[config.mk]
export PLATFORM = sky130hd
export DESIGN_NAME = cmd_rank_arbiter
export DESIGN_NICKNAME = d
export VERILOG_FILES = /design/src/rtl/cmd_rank_arbiter.sv
export SDC_FILE = /design/constraint.sdc
export NUM_CORES = 1
export LEC_CHECK = 0
export CAP_MARGIN = 25
export CORE_MARGIN = 1.5
export CORE_UTILIZATION = 35
export DETAILED_ROUTE_END_ITERATION = 8
export GPL_ROUTABILITY_DRIVEN = 0
export PLACE_DENSITY_LB_ADDON = 0.12
export SYNTH_ARGS = -nofsm -noshare
export SYNTH_HDL_FRONTEND = slang
export SYNTH_SLANG_ARGS = --single-unit
[constraint.sdc]
create_clock -name clk -period 7.5 [get_ports clk]
set_input_delay 1.875 -clock clk [delete_from_list [all_inputs] [get_ports clk]]
set_output_delay 1.875 -clock clk [all_outputs]
set_load 0.1 [all_outputs]
[src/rtl/cmd_rank_arbiter.sv]
// rtl/cmd_rank_arbiter.sv - shared CMD bus arbiter across ranks with turnaround spacing and burst limiting
module cmd_rank_arbiter #(
    parameter int NUM_RANK  = 4,
    parameter int tRTRS     = 2,
    parameter int MAX_BURST = 4
) (
    input  logic                        clk,
    input  logic                        rst,
    input  logic [NUM_RANK-1:0]         req,
    output logic [NUM_RANK-1:0]         grant,
    output logic                        grantValid,
    output logic [$clog2(NUM_RANK)-1:0] grantRank,
    output logic                        rankTransition,
    output logic                        cmdTurnaroundFree
);

    localparam int RW = $clog2(NUM_RANK);
    localparam int IW = $clog2(tRTRS + 1);
    localparam int BW = $clog2(MAX_BURST + 1);

    localparam logic [IW-1:0] IDLE_MAX  = IW'(tRTRS);
    localparam logic [BW-1:0] BURST_MAX = BW'(MAX_BURST);

    typedef enum logic {
        ARB  = 1'b0,
        TURN = 1'b1
    } fsm_t;

    fsm_t          fsm;
    fsm_t          fsmNext;
    logic [RW-1:0] lastRank;
    logic          lastValid;
    logic [RW-1:0] target;
    logic [IW-1:0] idleCnt;
    logic [BW-1:0] burstCnt;

    logic          turnFree;
    logic          othersReq;
    logic          keepLast;
    logic [RW-1:0] startIdx;
    logic [RW-1:0] scanIdx;
    logic [RW-1:0] rrRank;
    logic          rrFound;
    logic [RW-1:0] winner;
    logic          winnerValid;

    logic          grantNow;
    logic [RW-1:0] grantIdx;
    logic          rtNow;
    logic          latchTarget;
    logic          grantFire;

    assign turnFree  = !lastValid || (idleCnt == IDLE_MAX);
    assign othersReq = |(req & ~(NUM_RANK'(1) << lastRank));
    assign keepLast  = lastValid && req[lastRank] && ((burstCnt < BURST_MAX) || !othersReq);
    assign startIdx  = lastValid ? lastRank + RW'(1) : '0;

    // Round-robin scan; index arithmetic wraps naturally because NUM_RANK is a power of two.
    always_comb begin
        rrFound = 1'b0;
        rrRank  = '0;
        scanIdx = '0;
        for (int k = 0; k < NUM_RANK; k++) begin
            scanIdx = startIdx + RW'(k);
            if (!rrFound && req[scanIdx]) begin
                rrFound = 1'b1;
                rrRank  = scanIdx;
            end
        end
    end

    assign winner      = keepLast ? lastRank : rrRank;
    assign winnerValid = keepLast || rrFound;

    always_comb begin
        fsmNext     = fsm;
        grantNow    = 1'b0;
        grantIdx    = '0;
        rtNow       = 1'b0;
        latchTarget = 1'b0;
        case (fsm)
            ARB: begin
                if (winnerValid) begin
                    if (!lastValid || (winner == lastRank) || turnFree) begin
                        grantNow = 1'b1;
                        grantIdx = winner;
                    end else begin
                        rtNow       = 1'b1;
                        latchTarget = 1'b1;
                        fsmNext     = TURN;
                    end
                end
            end
            TURN: begin
                // Requests are ignored until the turnaround window has fully elapsed.
                if (turnFree) begin
                    fsmNext = ARB;
                    if (req[target]) begin
                        grantNow = 1'b1;
                        grantIdx = target;
                    end
                end
            end
            default: fsmNext = ARB;
        endcase
    end

    assign grantFire         = grantNow && !rst;
    assign grant             = grantFire ? (NUM_RANK'(1) << grantIdx) : '0;
    assign grantValid        = grantFire;
    assign grantRank         = grantFire ? grantIdx : '0;
    assign rankTransition    = rtNow && !rst;
    assign cmdTurnaroundFree = turnFree;

    always_ff @(posedge clk or posedge rst) begin
        if (rst) begin
            fsm       <= ARB;
            lastRank  <= '0;
            lastValid <= 1'b0;
            target    <= '0;
            idleCnt   <= IDLE_MAX;
            burstCnt  <= '0;
        end else begin
            fsm <= fsmNext;
            if (latchTarget) begin
                target <= winner;
            end
            if (grantFire) begin
                idleCnt   <= '0;
                lastRank  <= grantIdx;
                lastValid <= 1'b1;
                if (lastValid && (grantIdx == lastRank)) begin
                    burstCnt <= (burstCnt == BURST_MAX) ? burstCnt : burstCnt + BW'(1);
                end else begin
                    burstCnt <= BW'(1);
                end
            end else if (idleCnt != IDLE_MAX) begin
                idleCnt <= idleCnt + IW'(1);
            end
        end
    end

endmodule

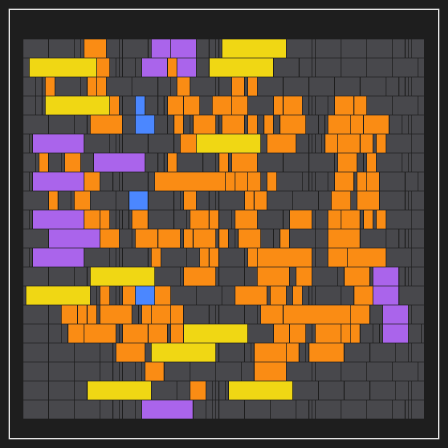
cell_classes.png
Fill, decap, tap and diode cells in gray.
clock drivers and dummy loads -> blue  # cells 4
flip-flops -> yellow  # cells 11
all other logic -> orange  # cells 122
other buffers and delay cells -> purple  # cells 15

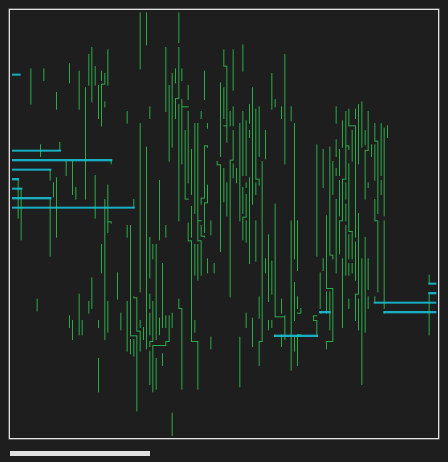
metal_stack.png
The bar under the picture is 20 um long. Only two layers are drawn.
met2 -> green  # wire length 1380 um
met3 -> cyan  # wire length 76.3 um

==> flow_summary_export.csv <==
group,metric,value,unit
detailed_routing,drt.antenna.violating_nets,0,
hold_path,hold_depth,2,
synth,topCellsByArea,"dfrtp_1, ha_1, nor2_1",
detailed_routing,routed_wl,2815,um
synth,top_area_cell,"dfrtp_1",
synth,postSynthCellCount,141,
critical_path,reg2reg_from,"lastRank[0]",
power,p_total,651.1,uW
synth,synthTopCellsByCount,"nor2_1, a21oi_1, nand2_1, dfrtp_1, inv_1",
sta,rsz0062_at_grt,"false",
synth,logic_family,"simple AND/OR/NAND/NOR gates",
sta,setup_violations,0,
critical_path,critical-path-top-delay-family,"buffers and inverters",
sta,relSlewSlack,35.68,%
clock_network,ctsHoldBuffers,0,
sta,worst_slew_pin_slew,0.9618,ns
sta,holdWs,0.5469,ns
synth,synthArstFlopShare,100.0,%
synth,top_cell_area_share,21.05,%
synth,synthFlopType,"dfrtp_1",
final_layout,area_growth,20.53,%
power,p_leak,0.6041,nW
final_layout,instances_no_fill,196,
synth,top_cell,"nor2_1",
clock_network,cts-root-buf,"clkbuf_4",
synth,synth_chip_area,1189,um2
synth,ys_sh_xor,3.684,%
critical_path,reg2reg_slack,3.45,ns
synth,postSynthAreaPerCell,8.430,um2
placed_design,hpwl,2073,um
critical_path,startpoint,"req[2]",
detailed_routing,dr_total_vias,1073,
placed_design,dp_cells,192,
critical_path,cp.required,5.62,ns
synth,ys_sh_adder,7.368,%
final_layout,design_area,1433,um2
synth,ys_seq_share,23.26,%
clock_network,cts_made_buffers,3,
clock_network,post_cts_buffers,0,
floorplanning,fp.dieW,61.28,um
critical_path,start_kind,"primary input",
detailed_routing,detail_route.wl_per_cell,14.36,um
clock_network,clk_latency,0.27,ns
floorplanning,io_pins,15,
outcome,outcome,"finished, final reports clean",
synth,fp_nets,154,
final_layout,fillers,326,
hold_path,hp-class,"reg -> reg",
power,peakVddDrop,220.3,uV
detailed_routing,drc,0,
synth,ys_sh_aoi,24.21,%
global_route,grt_usage,16.57,%
critical_path,critPathKind,"in -> out",
critical_path,crit_path_max_fanout,16,
power,power_density,454.5,nW/um2
detailed_routing,drt_iter0_drc,76,
global_route,grt_pass1_vias,970,
sta,timing.final.max_slew_violations,0,
clock_network,clockBufferDepth,2,
synth,synth.distinct_cells,53,
sta,setup_slack,0.7626,ns
critical_path,crit_slowest_cell,"clkdlybuf4s50_1",
global_route,antenna_found_initial,0,
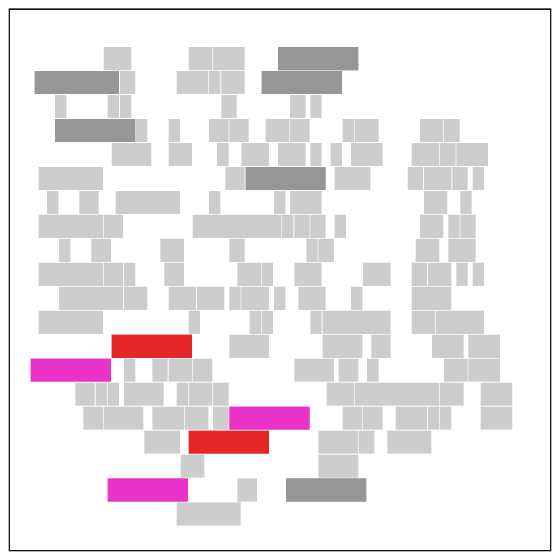
registers.png
`lastRank` -> red  # sequential cells 2
`burstCnt` -> magenta  # sequential cells 3
not colored = 6

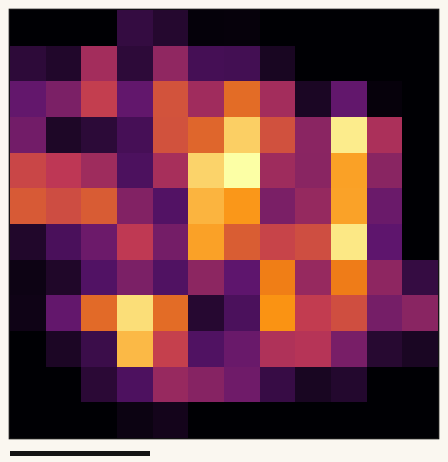
wire_density.png
The bar under the picture is 20 um long. The die is cut into 12 by 12 equal tiles; black is low, pale yellow is high, scaled to the fullest tile. Values are wire area over tile area, all layers added.
tiles over half the peak = 24%
mean over tiles = 0.12
densest ninth of the die = center

[report_power, final]
group / leakage, nW / switching [mW] / total, mW / internal [mW]
Combinational: 0.462 / 0.304 / 0.489 / 0.184
Sequential: 0.127 / 0.0349 / 0.121 / 0.0861
Clock: 0.0150 / 0.0210 / 0.0415 / 0.0206
[area by class of cell]
class | count | area (um2) | area share [%]
Tap cell | 44 | 55.05 | 3.843
Multi-Input combinational cell | 112 | 820.8 | 57.29
Sequential cell | 11 | 276.5 | 19.30
Timing Repair Buffer | 15 | 215.2 | 15.02
Clock buffer | 4 | 26.28 | 1.834
Inverter | 10 | 38.79 | 2.707
[sequential cells by signal, summed over array words and instances, names as in the netlist]
name       flops
burstCnt       3
fsm            1
idleCnt        2
lastRank       2
lastValid      1
target         2
No activity file was given, so power comes from the tool's default toggle rates.
